<file path="config.mk">
export PLATFORM = sky130hd
export DESIGN_NAME = pwm_timebase_counter
export DESIGN_NICKNAME = d
export VERILOG_FILES = /design/src/rtl/pwm_pkg.sv /design/src/rtl/pwm_prescaler.sv /design/src/rtl/pwm_timebase_counter.sv
export SDC_FILE = /design/constraint.sdc
export NUM_CORES = 1
export LEC_CHECK = 0
export CAP_MARGIN = 20
export CORE_ASPECT_RATIO = 1.2
export CORE_MARGIN = 8
export CORE_UTILIZATION = 55
export CTS_CLUSTER_SIZE = 16
export DETAILED_ROUTE_END_ITERATION = 8
export PLACE_DENSITY = 0.8
export SLEW_MARGIN = 30
export SYNTH_ARGS = -nofsm -noshare
export SYNTH_HDL_FRONTEND = slang
export SYNTH_HIERARCHICAL = 1
export SYNTH_SLANG_ARGS = --single-unit
</file>
<file path="constraint.sdc">
create_clock -name clk -period 6.2 [get_ports clk]
set_clock_uncertainty 0.2 [all_clocks]
set_input_delay 0.62 -clock clk [delete_from_list [all_inputs] [get_ports clk]]
set_output_delay 0.62 -clock clk [all_outputs]
set_load 0.05 [all_outputs]
</file>
<file path="src/rtl/pwm_pkg.sv">
// Shared mode encoding and small helpers for the PWM timebase.
// Constant definitions only; no latency or flow control.
package pwm_pkg;

    typedef logic [1:0] pwm_mode_t;

    localparam pwm_mode_t MODE_UP     = 2'b00;
    localparam pwm_mode_t MODE_DOWN   = 2'b01;
    localparam pwm_mode_t MODE_UPDOWN = 2'b10;
    localparam pwm_mode_t MODE_RSVD   = 2'b11;

    // The reserved encoding behaves as plain up-counting.
    function automatic pwm_mode_t norm_mode(input pwm_mode_t m);
        return (m == MODE_RSVD) ? MODE_UP : m;
    endfunction

    // Prescale exponents beyond the prescaler width collapse to the maximum division.
    function automatic logic [7:0] clamp_presc(input logic [7:0] req, input int cw);
        if (cw < 255 && int'(req) > cw)
            return cw[7:0];
        return req;
    endfunction

endpackage

</file>
<file path="src/rtl/pwm_prescaler.sv">
// Power-of-two clock divider: tick once every 2^exp cycles.
// Latency: tick is combinational from the counter state.
// Backpressure: none; clr holds the counter at zero.
module pwm_prescaler #(
    parameter int PRESC_CW = 16
) (
    input  logic       clk,
    input  logic       rst_n,
    input  logic       clr,
    input  logic [7:0] exp,
    output logic       tick
);

    localparam logic [PRESC_CW-1:0] ONE = PRESC_CW'(1);

    logic [PRESC_CW-1:0] cnt;
    logic [PRESC_CW-1:0] mask;

    // A shift of PRESC_CW or more empties the word, so the mask saturates to all ones.
    always_comb mask = ~({PRESC_CW{1'b1}} << exp);

    assign tick = (cnt == mask);

    always_ff @(posedge clk or negedge rst_n) begin
        if (!rst_n)
            cnt <= '0;
        else if (clr || tick)
            cnt <= '0;
        else
            cnt <= cnt + ONE;
    end

endmodule

</file>
<file path="src/rtl/pwm_timebase_counter.sv">
// PWM timebase: prescaled up/down/centre-aligned counter with shadowed period and prescale.
// Latency: count_val and ovf/unf pulses update one clk after the prescaler tick.
// Backpressure: none; en=0 or a finished one-shot freezes the count.
module pwm_timebase_counter
    import pwm_pkg::*;
#(
    parameter int WIDTH    = 16,
    parameter int PRESC_CW = 16
) (
    input  logic             clk,
    input  logic             rst_n,
    input  logic             en,
    input  logic             count_reset,
    input  pwm_mode_t        mode,
    input  logic             one_shot,
    input  logic [WIDTH-1:0] period,
    input  logic [7:0]       prescale,
    output logic [WIDTH-1:0] count_val,
    output logic             dir,
    output logic             tick,
    output logic             ovf_pulse,
    output logic             unf_pulse,
    output logic             done
);

    localparam logic [WIDTH-1:0] ONE = WIDTH'(1);

    logic             en_q;
    pwm_mode_t        mode_act;
    logic             os_act;
    logic [WIDTH-1:0] period_act;
    logic [7:0]       presc_act;

    logic             pre_tick;
    logic             arm;
    logic             adv;
    pwm_mode_t        mode_n;
    logic [7:0]       presc_req;

    logic [WIDTH-1:0] cnt_nxt;
    logic             dir_nxt;
    logic             ovf_nxt;
    logic             unf_nxt;
    logic             upd_nxt;

    assign arm       = count_reset | (en & ~en_q);
    assign adv       = en & ~done & ~arm & pre_tick;
    assign tick      = pre_tick & en & ~done;
    assign mode_n    = norm_mode(mode);
    assign presc_req = clamp_presc(prescale, PRESC_CW);

    pwm_prescaler #(
        .PRESC_CW (PRESC_CW)
    ) u_presc (
        .clk   (clk),
        .rst_n (rst_n),
        .clr   (arm | ~en | done),
        .exp   (presc_act),
        .tick  (pre_tick)
    );

    // Next count/direction assuming this cycle carries a tick.
    always_comb begin
        cnt_nxt = count_val;
        dir_nxt = dir;
        ovf_nxt = 1'b0;
        unf_nxt = 1'b0;
        case (mode_act)
            MODE_DOWN: begin
                if (count_val != '0) begin
                    cnt_nxt = count_val - ONE;
                end else begin
                    cnt_nxt = period;
                    unf_nxt = 1'b1;
                end
            end
            MODE_UPDOWN: begin
                if (period_act == '0) begin
                    cnt_nxt = '0;
                    dir_nxt = 1'b1;
                    ovf_nxt = 1'b1;
                end else if (dir) begin
                    if (count_val < period_act) begin
                        cnt_nxt = count_val + ONE;
                    end else begin
                        cnt_nxt = count_val - ONE;
                        dir_nxt = 1'b0;
                        ovf_nxt = 1'b1;
                    end
                end else begin
                    if (count_val != '0) begin
                        cnt_nxt = count_val - ONE;
                    end else begin
                        cnt_nxt = count_val + ONE;
                        dir_nxt = 1'b1;
                        unf_nxt = 1'b1;
                    end
                end
            end
            default: begin
                if (count_val < period_act) begin
                    cnt_nxt = count_val + ONE;
                end else begin
                    cnt_nxt = '0;
                    ovf_nxt = 1'b1;
                end
            end
        endcase
        upd_nxt = (mode_act == MODE_UP) ? ovf_nxt : unf_nxt;
    end

    always_ff @(posedge clk or negedge rst_n) begin
        if (!rst_n) begin
            en_q       <= 1'b0;
            mode_act   <= MODE_UP;
            os_act     <= 1'b0;
            period_act <= '0;
            presc_act  <= '0;
            count_val  <= '0;
            dir        <= 1'b1;
            ovf_pulse  <= 1'b0;
            unf_pulse  <= 1'b0;
            done       <= 1'b0;
        end else begin
            en_q      <= en;
            ovf_pulse <= 1'b0;
            unf_pulse <= 1'b0;
            if (arm) begin
                mode_act   <= mode_n;
                os_act     <= one_shot;
                period_act <= period;
                presc_act  <= presc_req;
                done       <= 1'b0;
                count_val  <= (mode_n == MODE_DOWN) ? period : '0;
                dir        <= (mode_n != MODE_DOWN);
            end else if (adv) begin
                count_val <= cnt_nxt;
                dir       <= dir_nxt;
                ovf_pulse <= ovf_nxt;
                unf_pulse <= unf_nxt;
                // Shadow registers only reload at the wrap so a running period is never cut short.
                if (upd_nxt) begin
                    period_act <= period;
                    presc_act  <= presc_req;
                    if (os_act)
                        done <= 1'b1;
                end
            end
        end
    end

endmodule
</file>
**Run 1: PDN straps and rails**

Scale bar: 20 microns. Pins as bars on the die edge. Tap cells in gray.
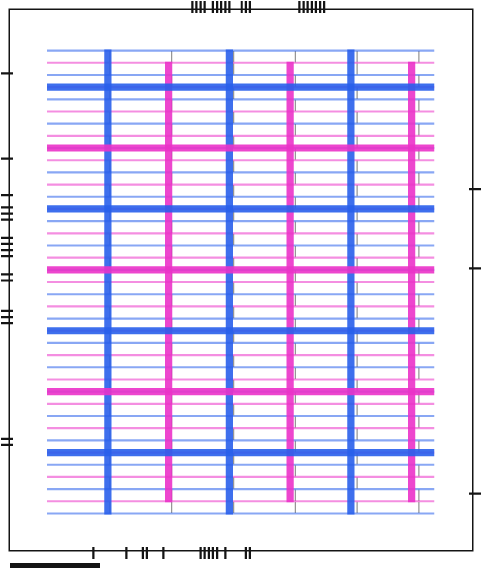
legend:
  magenta:
    net: VDD
  blue:
    net: VSS
rows: 38
met4 straps: 6
met5 straps: 7

**Run 1: port wiring**

Scale bar: 20 microns.
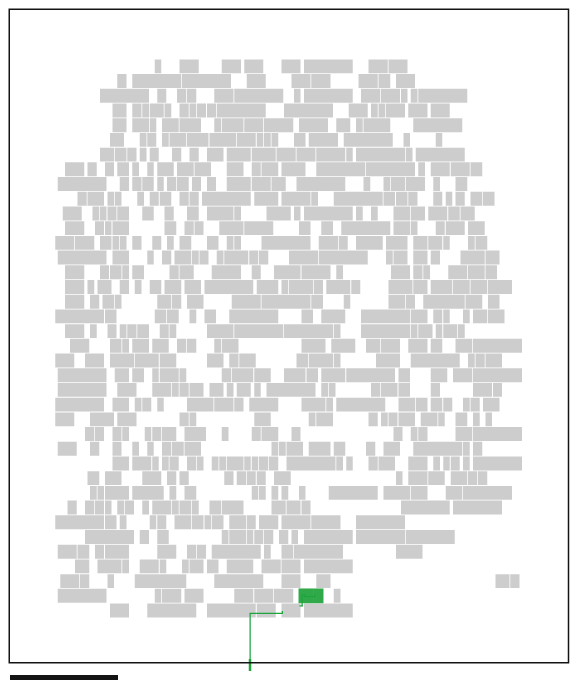
legend:
  green:
    port: count_reset
    bits: 1
    direction: input
    edge: south
    end_cells: 2
    buffers: 1
    wire: 20.5 microns

==> run notes, run 1 <==
flow finished, numbers: status=finished clean, Tmin final=between 4 and 5 ns, yosys stat area=approximately 5000 sq um, DR vias/cell=6.266, clock latency at the later pin of the worst-skew pair=between 0.3 and 0.4 ns, top-count cell post-synth=dfrtp_1, Initial DRC Count=around 290, Synth Seq Share=0.3197, number of detailed-route iterations in the first pass=5, io pins=52, crit path DRT=5.38 ns, Startpoint Class=flop, Seq pwr share=0.436, #FFs+latches synth=64, most common logic cells in the final layout=dfrtp_1, nand2_1, clkdlybuf4s50_1, nor2_1, inv_1, unrepaired setup endpoints after global routing=false, die height=120.6 microns, tool warnings=30, worst-margin pin slew=0.8551 ns, GRT Util Overall=0.2352, Multi-input gate area=around 3000 sq um, Ant. Diodes=0
**Run 1: placed standard cells**

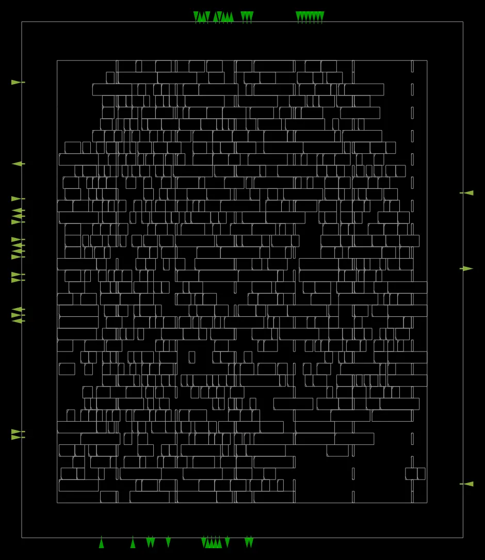
sequential share of cell area: 0.2861
core area: 8939 sq um
Post-Layout Cell Count: 733
final core occ: 0.6267

run 1: worst max-delay path: stages, from the launching register on:
cell and delay [ns]:
dfrtp_1 0.41, or4_4 0.67, a311o_2 0.39, a21oi_1 0.13, a31oi_1 0.09, nor4_4 0.29, buf_4 0.27, nand2_1 0.23
inv_1 0.37, clkdlybuf4s50_1 0.89
run 1: logic make-up (layout without fill, tap and decap cells):
kind of cell    Yosys count  in the layout  share of synthesized area
simple gates            237            237                     0.2488
mux                      26             26                    0.06514
flops                    64             64                     0.3197
fa+ha+maj                22             22                    0.05490
xor+xnor                 33             33                    0.05765
compound gates          120            120                     0.1705
buf+inv                  73            111                    0.08335
run 1: flip-flops by register name (all words and copies together) (netlist names), 2 cells and up:
| register | cells |
|---|---|
| mode_act | 2 |
| presc_act | 8 |
| u_presc/cnt | 16 |
| count_val | 16 |
| period_act | 16 |
run 1: final cells by class:
cell class	count	share of cell area
Sequential cell	64	0.2861
Multi-Input combinational cell	438	0.5345
Timing Repair Buffer	56	0.09694
Inverter	39	0.02613
Clock inverter	4	0.003574
Tap cell	120	0.02680
Clock buffer	12	0.02591
run 1: final timing paths:
kind | endpoint | startpoint | slack, ns
max | tick | presc_act[4] | 1.30
min | u_presc/cnt[11] | rst_n | 0.25
max reg2reg | presc_act[0] | presc_act[4] | 1.62
min reg2reg | os_act | os_act | 0.30
max in group asynchronous | period_act[7] | rst_n | 5.02
min in group clk | os_act | os_act | 0.30
run 1: metal layers:
metal,GRT usage,part of all wire
met1,0.2739,0.39
met2,0.4002,0.51
met3,0.04083,0.065
met4,0.1224,0.034
met5,0,0
==> run 2, diff against run 1 <==
--- a/config.mk
+++ b/config.mk
@@ -8,10 +8,10 @@
 export CAP_MARGIN = 20
 export CORE_ASPECT_RATIO = 1.2
 export CORE_MARGIN = 8
-export CORE_UTILIZATION = 55
+export CORE_UTILIZATION = 52
 export CTS_CLUSTER_SIZE = 16
 export DETAILED_ROUTE_END_ITERATION = 8
-export PLACE_DENSITY = 0.8
+export PLACE_DENSITY = 0.79
 export SLEW_MARGIN = 30
 export SYNTH_ARGS = -nofsm -noshare
 export SYNTH_HDL_FRONTEND = slang
==> constraint.sdc (replaced) <==
create_clock -name clk -period 4 [get_ports clk]
set_clock_uncertainty 0.2 [all_clocks]
set_input_delay 0.4 -clock clk [delete_from_list [all_inputs] [get_ports clk]]
set_output_delay 0.4 -clock clk [all_outputs]
set_load 0.05 [all_outputs]
**Run 2: PDN straps and rails**

Scale bar: 20 microns. Pins as bars on the die edge. Tap cells in gray.
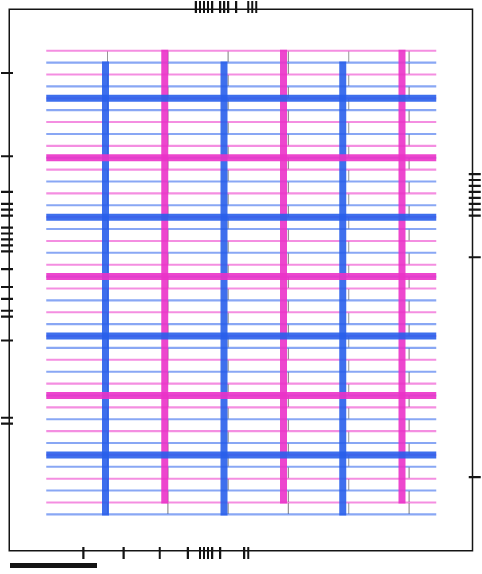
core area: 9467 sq um
Die Width: 105.6 microns
die height: 123.6 microns
worst vdd ir: 0.0002091 V

**Run 2: port wiring**

Scale bar: 20 microns.
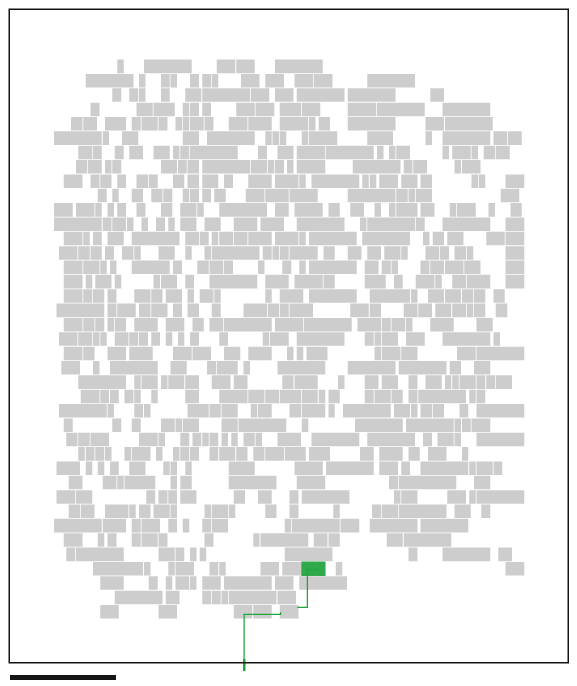
legend:
  green:
    port: count_reset
    bits: 1
    direction: input
    edge: south
    end_cells: 2
    buffers: 1
    wire: 27.8 microns

**Run 2: placed standard cells**

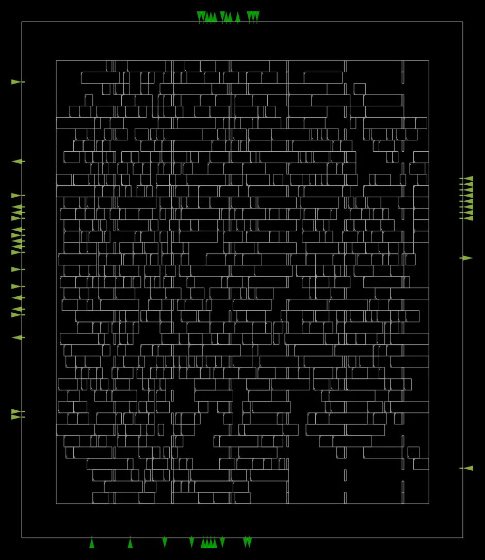
Tap Cells: 123
layout sequential cell count: 64
Post-Layout Cell Count: 751

==> run 2 against run 1 <==
  * Clock-buffer cell count decreased by 1
  * Combinational power increased by 64%
  * Sequential power increased by 53%
  * Wire length increased by 6.6%
  * Synthesized cell count unchanged
  * Cell count increased by 2.5%
  * Die size increased by 4.9%
  * Core utilization decreased by 0.48 points
  * Highest routed layer unchanged
==> run notes, run 2 <==
flow finished, numbers: status=finished clean (unchanged), TritonCTS Buffers=9 (unchanged), Cell Chain, Critical Path=or4_4 -> a311o_2 -> a21oi_1 -> a31oi_1 -> nor4_4 -> nand2_1 -> inv_1 -> nand2_1 -> nor4_1 -> a311o_1 -> buf_6 -> buf_4 -> mux2i_1 (was or4_4 -> a311o_2 -> a21oi_1 -> a31oi_1 -> nor4_4 -> buf_4 -> nand2_1 -> inv_1 -> clkdlybuf4s50_1), crit path DRT=4.05 ns (was 5.38 ns), top cell family by delay on the critical path=simple AND/OR/NAND/NOR gates (was buffers and inverters), cell with the largest stage delay on the worst path=or4_4 (was clkdlybuf4s50_1), r2r setup slk=0.32 ns (was 1.62 ns), final count of negative-setup-slack endpoints=0 (unchanged), Tmin final=3.685 ns, CP peak stage delay=0.67 ns (was 0.89 ns), final core occ=0.6219 (was 0.6267), #FFs+latches synth=64 (unchanged), Mapped Cells=575 (unchanged), yosys stat area=5014 sq um (unchanged), unrepaired setup endpoints after global routing=false (unchanged), Max Clock Freq=271.4 MHz, tool warnings=30 (unchanged), Ant. Diodes=0 (unchanged), top-count cell post-synth=dfrtp_1 (unchanged), GRT Util Overall=0.2338 (was 0.2352), io pins=52 (unchanged), CP most frequent cell=nand2_1, Multi-input gate area=2993 sq um (was 2994 sq um), clock latency at the later pin of the worst-skew pair=0.33 ns (was 0.35 ns), Startpoint Class=flop (unchanged), DR vias/cell=6.405 (was 6.266), largest registers=count_val (16), period_act (16), u_presc/cnt (16) (unchanged), Initial DRC Count=321 (was 288), Synth Seq Share=0.3197 (unchanged), number of detailed-route iterations in the first pass=5 (unchanged), most common logic cells in the final layout=dfrtp_1, nand2_1, clkdlybuf4s50_1, nor2_1, inv_1 (unchanged)
## run 2: timing repair
item,in CTS,in global routing
hold endpoints to repair,43,0
hold buffers,1,0
resized,0,1
setup endpoints to repair,0,5
## run 2: worst paths after layout
path,to,from,cells past startpoint
min,os_act,os_act,2
min in group asynchronous,u_presc/cnt[8],rst_n,2
min reg2reg,os_act,os_act,2
max in group asynchronous,presc_act[3],rst_n,3
max reg2reg,presc_act[2],presc_act[4],13
max,presc_act[2],presc_act[4],13
## run 2: area by class of cell
type	instances	share of cell area
clock buffers	11	0.04293
clock inverters	5	0.01084
flip-flops and latches	64	0.2723
well taps	123	0.02614
inverters	39	0.02487
repair buffers	71	0.1146
multi-input cells	438	0.5084
## run 2: logic make-up after synthesis
kind of cell	synth area share
AND-OR/OR-AND	0.1705
multiplexers	0.06514
AND/OR/NAND/NOR	0.2488
XOR/XNOR	0.05765
buffers and inverters	0.08335
adder cells (fa/ha/maj)	0.05490
flip-flops	0.3197
## run 2: routing by layer
metal | track usage | part of all wire | wire length [microns] | vias up
met2 | 0.4149 | 0.50 | 7559 | 212
met3 | 0.04536 | 0.070 | 1045 | 44
met1 | 0.2746 | 0.40 | 6048 | 2372
met5 | 0 | 0 | 0 | -
li1 | - | - | - | 2182
met4 | 0.08899 | 0.024 | 359 | 0
## run 2: where the power goes
part           switching [W]  internal [W]  total, W
registers          0.0000598      0.000684  0.000744
clock network       0.000303      0.000520  0.000824
logic               0.000306      0.000206  0.000512
total               0.000669       0.00141   0.00208
## run 2: through the flow
step                hold slack (ns)  cell area (sq um)
CTS                          0.2812               5883
floorplan                  -0.09559               5015
global placement             0.2577               5554
detailed placement           0.2608               5557
global route                 0.3265               5887
finish                       0.2912               5887
==> run 3, diff against run 2 <==
--- a/config.mk
+++ b/config.mk
@@ -5,7 +5,7 @@
 export SDC_FILE = /design/constraint.sdc
 export NUM_CORES = 1
 export LEC_CHECK = 0
-export CAP_MARGIN = 20
+export CAP_MARGIN = 0
 export CORE_ASPECT_RATIO = 1.2
 export CORE_MARGIN = 8
 export CORE_UTILIZATION = 52
==> constraint.sdc (replaced) <==
create_clock -name clk -period 3.17 [get_ports clk]
set_clock_uncertainty 0.2 [all_clocks]
set_input_delay 0.317 -clock clk [delete_from_list [all_inputs] [get_ports clk]]
set_output_delay 0.317 -clock clk [all_outputs]
set_load 0.05 [all_outputs]
**Run 3: PDN straps and rails**

Scale bar: 20 microns. Pins as bars on the die edge. Tap cells in gray.
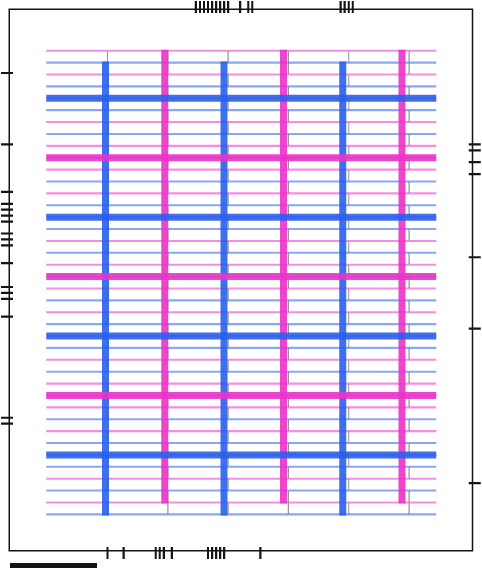
legend:
  blue:
    net: VSS
  magenta:
    net: VDD
met5 straps: 7
tap cells: 123
met1 rails: 40
worst vdd ir: 0.0002766 V

**Run 3: cell classes on the final placement**

Fill, decap, tap and diode cells in gray.
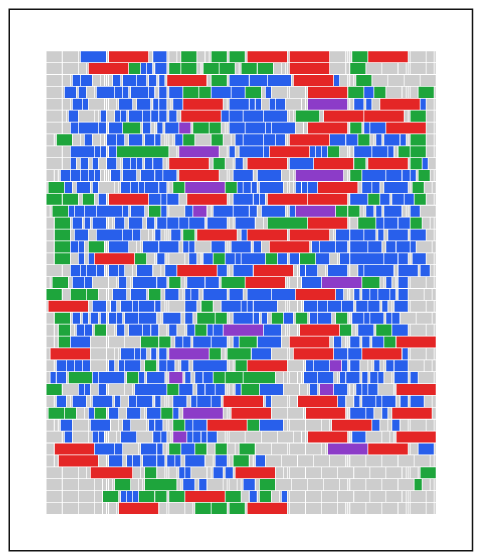
legend:
  blue:
    class: combinational and other logic
    cells: 478
  red:
    class: sequential cells
    cells: 64
  green:
    class: remaining buffers and delay cells
    cells: 129
  purple:
    class: clock drivers and dummy loads
    cells: 16
sequential share of cell area: 0.2423
final core occ: 0.6987
Final Instance Area: 6614 sq um
row cnt: 39

**Run 3: wire density map**

The die is cut into 21 by 25 equal tiles; dark blue is low, red is high, scaled to the fullest tile. Values are wire area over tile area, all layers added.
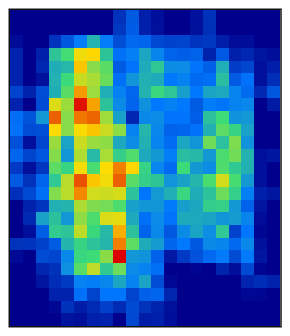
tiles over half the peak: 16%
nearly empty tiles: 21%
emptiest ninth of the die: south-east
fullest tile: 0.84
Vias: 5,095
final wirelength: 16,490 microns
GRT Util Overall: 0.2534
Routed WL per cell: 20.36 microns

==> run 3 against run 2 <==
  * The flow now finishes with violations (setup timing)
  * Area after synthesis did not move
  * Fmax increased by 3.1%
  * Flip-flop count stayed put
  * Global-route usage rose by 2.0 points
  * Critical path depth is 1 higher
  * First-iteration DRC count up 23%
  * Die size unchanged
  * Total power is 30% higher
  * Clock-buffer cell count down 2
  * Clock power is about 20% higher
==> run notes, run 3 <==
flow finished, numbers: status=finished with violations (was finished clean), violated checks=setup timing, Setup WS post-layout=-0.4026 ns (was 0.3155 ns), Synth Seq Share=0.3197 (unchanged), P_clk=0.00102 W (was 0.000824 W), Post-Layout Cell Count=810 (was 751), seq pwr=0.000912 W (was 0.000744 W), WHS Path Cells=2 (unchanged), unrepaired setup endpoints after global routing=true (was false), hold_buf cts=1 (unchanged), cell with the largest stage delay on the worst path=or4_4 (unchanged), Sw Ratio=0.3344 (was 0.3216), met1 Track Usage GR=0.2942 (was 0.2746), Mapped Cells=575 (unchanged), Seq pwr share=0.336 (was 0.358), Cell Chain, Critical Path=or4_4 -> buf_6 -> a311o_2 -> a21oi_2 -> a31oi_2 -> nor4_4 -> nand2_4 -> inv_4 -> nand2_4 -> nor4_4 -> a311o_1 -> buf_6 -> buf_12 -> mux2_2 (was or4_4 -> a311o_2 -> a21oi_1 -> a31oi_1 -> nor4_4 -> nand2_1 -> inv_1 -> nand2_1 -> nor4_1 -> a311o_1 -> buf_6 -> buf_4 -> mux2i_1), crit path DRT=3.19 ns (was 4.05 ns), die height=123.6 microns (unchanged), TritonCTS Buffers=9 (unchanged), Startpoint Class=flop (unchanged), FF-to-FF path depth=14 (was 13), Switch Pwr=0.0009070 W (was 0.0006688 W), most common logic cells in the final layout=dfrtp_1, buf_4, nand2_1, clkdlybuf4s50_1, nor2_1 (was dfrtp_1, nand2_1, clkdlybuf4s50_1, nor2_1, inv_1), number of detailed-route iterations in the first pass=6 (was 5), final count of negative-setup-slack endpoints=42 (was 0), Int Power=0.001805 W (was 0.001411 W)
[run 3: stage by stage]
| step | cell area [sq um] | setup WS [ns] | power [W] | setup TNS [ns] |
|---|---|---|---|---|
| floorplan | 5057 | -0.5469 | 0.001367 | -13.58 |
| global placement | 5901 | -0.2054 | 0.001610 | -4.308 |
| detailed placement | 5901 | -0.3522 | 0.001628 | -7.662 |
| CTS | 6462 | -0.2452 | 0.002680 | -6.660 |
| global route | 6614 | -0.5294 | 0.002818 | -16.65 |
| finish | 6614 | -0.4026 | 0.002712 | -11.62 |
[run 3: cell families after synthesis]
family                     Yosys count  share of synthesized area
DFF                                 64                     0.3197
AOI/OAI and AO/OA                  120                     0.1705
muxes                               26                    0.06514
buffers and inverters               73                    0.08335
adders and majority gates           22                    0.05490
and+or+nand+nor                    237                     0.2488
xor gates and xnor gates            33                    0.05765
[run 3: cell type report]
cell class	instances	area, sq um	area share
sequential	64	1603	0.2423
timing repair buffer	129	1219	0.1843
clock inverter	7	80.08	0.01211
clock buffer	9	225.2	0.03405
tap	123	153.9	0.02327
multi-input combinational	439	3184	0.4815
inverter	39	148.9	0.02251
[run 3: worst paths after layout]
path | from | endpoint | slack, ns
min in group asynchronous | rst_n | u_presc/cnt[15] | 0.31
max in group asynchronous | rst_n | period_act[8] | 1.75
hold reg to reg | os_act | os_act | 0.29
hold / removal | os_act | os_act | 0.29
setup reg to reg | presc_act[6] | period_act[15] | -0.40
setup / recovery | presc_act[6] | period_act[15] | -0.40
[run 3: metal layers]
metal  vias to the layer above  wire length, microns  part of all wire
li1                       2302                     -                 -
met1                      2409                  6220              0.38
met2                       299                  8134              0.49
met3                        85                  1308             0.079
met4                         0                   831             0.050
met5                         -                     0                 0
Power is estimated from default activity; no workload was simulated.
